<file path="src/rtl/arb_pkg.sv">
// Shared definitions for the round-robin memory arbiter: FSM state encoding,
// read/write direction constants and the grant-index width helper.
`ifndef MEMORY_WIDTH
`define MEMORY_WIDTH 128
`endif

package arb_pkg;

  typedef enum logic [1:0] {
    ARB_IDLE  = 2'd0,
    ARB_ISSUE = 2'd1,
    ARB_RESP  = 2'd2
  } arb_state_e;

  localparam logic RW_READ  = 1'b1;
  localparam logic RW_WRITE = 1'b0;

  // A two-port arbiter still needs one index bit.
  function automatic int idx_width(input int n);
    return (n <= 2) ? 1 : $clog2(n);
  endfunction

endpackage

</file>
<file path="src/rtl/rr_picker.sv">
// Combinational round-robin winner selection: search starts one past the
// previous grant and wraps modulo N_PORTS.
module rr_picker
  import arb_pkg::*;
#(
  parameter int N_PORTS = 3,
  parameter int IDX_W   = idx_width(N_PORTS)
) (
  input  logic [N_PORTS-1:0] req,
  input  logic [IDX_W-1:0]   last_grant,
  output logic [IDX_W-1:0]   winner,
  output logic               any_req
);

  logic [IDX_W-1:0] cand;

  // NOTE: every signal written in a combinational block gets a default first,
  // otherwise paths that skip an assignment infer a latch.
  always_comb begin
    winner  = '0;
    cand    = '0;
    any_req = |req;
    // Walk from the farthest offset down so the nearest requester is written last.
    for (int k = N_PORTS; k >= 1; k--) begin
      cand = IDX_W'((int'(last_grant) + k) % N_PORTS);
      if (req[cand]) begin
        winner = cand;
      end
    end
  end

endmodule

</file>
<file path="src/rtl/mem_arbiter_rr.sv">
// N-port round-robin arbiter in front of the single shared memory port, with
// registered memory-side outputs. Define MEM_ARBITER_TIMEOUT_EN to add the
// mem_ack watchdog that aborts a transaction with err after TIMEOUT cycles.
`ifndef MEMORY_WIDTH
`define MEMORY_WIDTH 128
`endif

module mem_arbiter_rr
  import arb_pkg::*;
#(
  parameter int N_PORTS = 3,
  parameter int WIDTH   = `MEMORY_WIDTH,
  parameter int ADDR_W  = 32,
  parameter int TIMEOUT = 1024
) (
  input  logic                        clk,
  input  logic                        reset,
  input  logic [N_PORTS-1:0]          req,
  input  logic [N_PORTS-1:0]          rw,
  input  logic [N_PORTS*ADDR_W-1:0]   addr,
  input  logic [N_PORTS*WIDTH-1:0]    wdata,
  output logic [N_PORTS-1:0]          ack,
  output logic [WIDTH-1:0]            rdata,
  output logic                        err,
  output logic                        mem_enable,
  output logic                        mem_rw,
  input  logic                        mem_ack,
  output logic [ADDR_W-1:0]           mem_addr,
  output logic [WIDTH-1:0]            mem_data_in,
  input  logic [WIDTH-1:0]            mem_data_out
);

  localparam int                IDX_W    = idx_width(N_PORTS);
  localparam logic [IDX_W-1:0] LAST_RST = IDX_W'(N_PORTS - 1);

  if (N_PORTS < 2 || N_PORTS > 8 || TIMEOUT < 1) begin : g_param_check
    $error("mem_arbiter_rr: N_PORTS must be 2..8 and TIMEOUT at least 1");
  end

  arb_state_e          state_q, state_d;
  logic [IDX_W-1:0]    grant_q, grant_d;
  logic [IDX_W-1:0]    last_q, last_d;
  logic [IDX_W-1:0]    winner;
  logic                any_req;
  logic                timeout_hit;
  logic [N_PORTS-1:0]  ack_d;
  logic                en_d, rw_d;
  logic [ADDR_W-1:0]   addr_d;
  logic [WIDTH-1:0]    wdata_d, rdata_d;

  rr_picker #(
    .N_PORTS (N_PORTS),
    .IDX_W   (IDX_W)
  ) u_picker (
    .req        (req),
    .last_grant (last_q),
    .winner     (winner),
    .any_req    (any_req)
  );

`ifdef MEM_ARBITER_TIMEOUT_EN
  localparam int CNT_W = $clog2(TIMEOUT + 1);

  logic [CNT_W-1:0] cnt_q;

  // Counter sits at zero outside ISSUE, so it starts clean on every entry.
  assign timeout_hit = (state_q == ARB_ISSUE) && (cnt_q == CNT_W'(TIMEOUT - 1));

  always_ff @(posedge clk or negedge reset) begin
    if (!reset) begin
      cnt_q <= '0;
      err   <= 1'b0;
    end else begin
      cnt_q <= (state_q == ARB_ISSUE) ? cnt_q + 1'b1 : '0;
      err   <= timeout_hit && !mem_ack;
    end
  end
`else
  assign timeout_hit = 1'b0;
  assign err         = 1'b0;
`endif

  always_comb begin
    state_d = state_q;
    grant_d = grant_q;
    last_d  = last_q;
    ack_d   = '0;
    en_d    = mem_enable;
    rw_d    = mem_rw;
    addr_d  = mem_addr;
    wdata_d = mem_data_in;
    rdata_d = rdata;

    unique case (state_q)
      ARB_IDLE: begin
        if (any_req) begin
          grant_d = winner;
          last_d  = winner;
          en_d    = 1'b1;
          rw_d    = rw[winner];
          addr_d  = addr[winner*ADDR_W +: ADDR_W];
          wdata_d = wdata[winner*WIDTH +: WIDTH];
          state_d = ARB_ISSUE;
        end else begin
          rw_d    = RW_WRITE;
          addr_d  = '0;
          wdata_d = '0;
        end
      end

      ARB_ISSUE: begin
        // A real mem_ack wins over a watchdog expiry in the same cycle.
        if (mem_ack || timeout_hit) begin
          en_d           = 1'b0;
          ack_d[grant_q] = 1'b1;
          if (mem_ack && mem_rw == RW_READ) begin
            rdata_d = mem_data_out;
          end
          state_d = ARB_RESP;
        end
      end

      ARB_RESP: begin
        rw_d    = RW_WRITE;
        addr_d  = '0;
        wdata_d = '0;
        state_d = ARB_IDLE;
      end

      default: begin
        state_d = ARB_IDLE;
      end
    endcase
  end

  // NOTE: sequential state uses non-blocking assignments so every register
  // samples pre-edge values regardless of statement order.
  always_ff @(posedge clk or negedge reset) begin
    if (!reset) begin
      state_q     <= ARB_IDLE;
      grant_q     <= '0;
      last_q      <= LAST_RST;
      ack         <= '0;
      mem_enable  <= 1'b0;
      mem_rw      <= 1'b0;
      mem_addr    <= '0;
      mem_data_in <= '0;
      rdata       <= '0;
    end else begin
      state_q     <= state_d;
      grant_q     <= grant_d;
      last_q      <= last_d;
      ack         <= ack_d;
      mem_enable  <= en_d;
      mem_rw      <= rw_d;
      mem_addr    <= addr_d;
      mem_data_in <= wdata_d;
      rdata       <= rdata_d;
    end
  end

  // A client that drops req mid-transaction still gets its ack; flag it in simulation.
  a_req_held : assert property (@(posedge clk) disable iff (!reset)
                                (state_q == ARB_ISSUE) |-> req[grant_q])
    else $error("mem_arbiter_rr: granted port dropped req during ISSUE");

endmodule

</file>
<file path="config.mk">
export PLATFORM = sky130hd
export DESIGN_NAME = mem_arbiter_rr
export DESIGN_NICKNAME = d
export VERILOG_FILES = /design/src/rtl/arb_pkg.sv /design/src/rtl/rr_picker.sv /design/src/rtl/mem_arbiter_rr.sv
export SDC_FILE = /design/constraint.sdc
export NUM_CORES = 1
export LEC_CHECK = 0
export CORE_AREA = 8 8 347 349
export DETAILED_ROUTE_END_ITERATION = 8
export DIE_AREA = 0 0 355 357
export SYNTH_ARGS = -nofsm -noshare
export SYNTH_HDL_FRONTEND = slang
export SYNTH_HIERARCHICAL = 1
export SYNTH_SLANG_ARGS = --single-unit
export TNS_END_PERCENT = 30
</file>
<file path="constraint.sdc">
create_clock -name clk -period 2.7 [get_ports clk]
set_clock_uncertainty 0.1 [all_clocks]
set_input_delay 0.27 -clock clk [delete_from_list [all_inputs] [get_ports clk]]
set_output_delay 0.27 -clock clk [all_outputs]
set_load 0.05 [all_outputs]
</file>
**Pin placement**

Scale bar: 100 µm. Pins as bars across the die edge, other pins in gray.
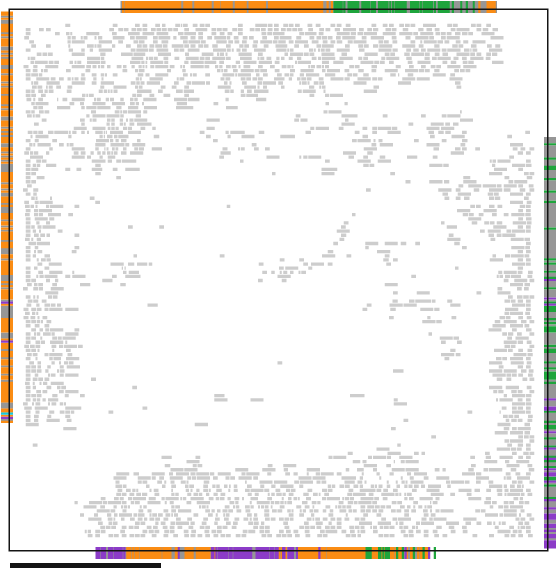
addr -> purple  # pins 96, direction input, edge 66 bottom, 27 right, 3 left
clk -> cyan  # pins 1, direction input, edge left
rdata -> green  # pins 128, direction output, edge 68 top, 45 right, 15 bottom
wdata -> orange  # pins 384, direction input, edge 139 top, 125 left, 120 bottom
all pins by edge = 270 top, 241 bottom, 200 right, 200 left

**Sequential cells colored by netlist name**

Scale bar: 100 µm.
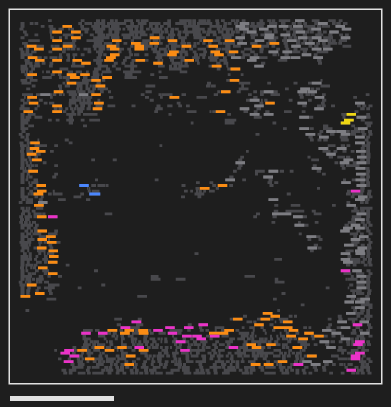
ack -> yellow  # flops 3
mem_data_in -> orange  # flops 128, where all over the die
mem_addr -> magenta  # flops 32, where a horizontal strip, bottom
state_q -> blue  # flops 2
not colored = 133

==> Slide: Implementation Results <==
Implementation Results

Route
  – DRT iter0 DRCs: 842
  – Routed met2 length: 45380 µm
  – DR pass1 iterations: 7
  – Met3 wire len: 11880 µm
  – Highest routed layer: met5
  – Vias after detailed routing: 14620
  – Post-route ant nets: 0

Floorplan
  – # IOs: 911
  – Core ar.: 115100 µm²
  – Chip Height: 357 µm

Pwr
  – Int Pwr: 20.06 mW
  – Clk pwr share: 14.9%
  – Leading power group: combinational cells

Run status
  – Failing checks: setup timing
  – Status: finished, violations left

Critical path
  – R2R Path Start: last_q[1]
  – WP buf/inv: 4
  – Critical Path AT: 3.12 ns
  – Delay-heaviest family, CP: AND-OR/OR-AND gates
  – Reg-to-Reg End: mem_data_in[54]
  – Critical path endpoint: mem_data_in[54]

Global route
  – GR Layer Usage met2: 23.33%
  – Global route total overflow: 0
  – GRT Total Usage: 14.70%
  – Initial antenna violation count: 57
  – Grt met3 use: 7.957%
  – Grt met1 use: 17.03%

Layout
  – Fin cells: 3772
  – Final #Nets: 2819
  – Layout cell share with drive strength beyond 1: 13.60%
  – Final instance area: 29110 µm²

STA
  – Final worst slack: -0.04565 ns
  – Setup violators final: 11
  – Max Fclk: 364.2 MHz
  – Worst hold slack: 0.09163 ns
  – Final setup TNS: -0.1888 ns

Job
  – Tool warnings: 34

Synthesis
  – YS chip area: 14930 µm²
  – Synth area leader: dfrtp_1
  – Simple-Gate Area Share: 8.739%
  – Post-synth cell types: 35
  – EDFF count, synth: 0
  – Top cells by count: dfrtp_1 (297), nand3b_1 (162), a22o_1 (161), mux2i_1 (161), mux2_1 (120)
  – Post-Syn Nets: 1847
  – Ys flop type: dfrtp_1
  – Biggest area cells: dfrtp_1 (50%), mux2i_1 (11%), a22o_1 (9.4%), mux2_1 (9.0%), nand3b_1 (8.1%)
  – Mux share of post-synthesis cell area: 20.67%

Place
  – Post-Place Setup Slack: -0.4601 ns

Clock tree
  – H-tree levels: 2
  – CTS Buffer Depth: 3
  – CTS tree: yes
-- final cells by class --
| class | instances | area, µm² | share of cell area (%) |
|---|---|---|---|
| antenna | 20 | 50.05 | 0.1719 |
| clock buffer | 54 | 1124 | 3.860 |
| clock inverter | 17 | 242.7 | 0.8338 |
| inverter | 4 | 15.01 | 0.05158 |
| multi-input combinational | 802 | 7333 | 25.19 |
| sequential | 298 | 7462 | 25.63 |
| tap | 1524 | 1907 | 6.550 |
| timing repair buffer | 1053 | 10980 | 37.71 |
-- repair_timing --
item | CTS | global route
hold endpoints to repair | 89 | 0
resized | 85 | 112
gates cloned | 7 | 5
setup endpoints to repair | 114 | 158
setup buffers | 17 | 9
hold buffers | 1 | 0
pin swaps | 4 | 12
Power is estimated from default activity; no workload was simulated.
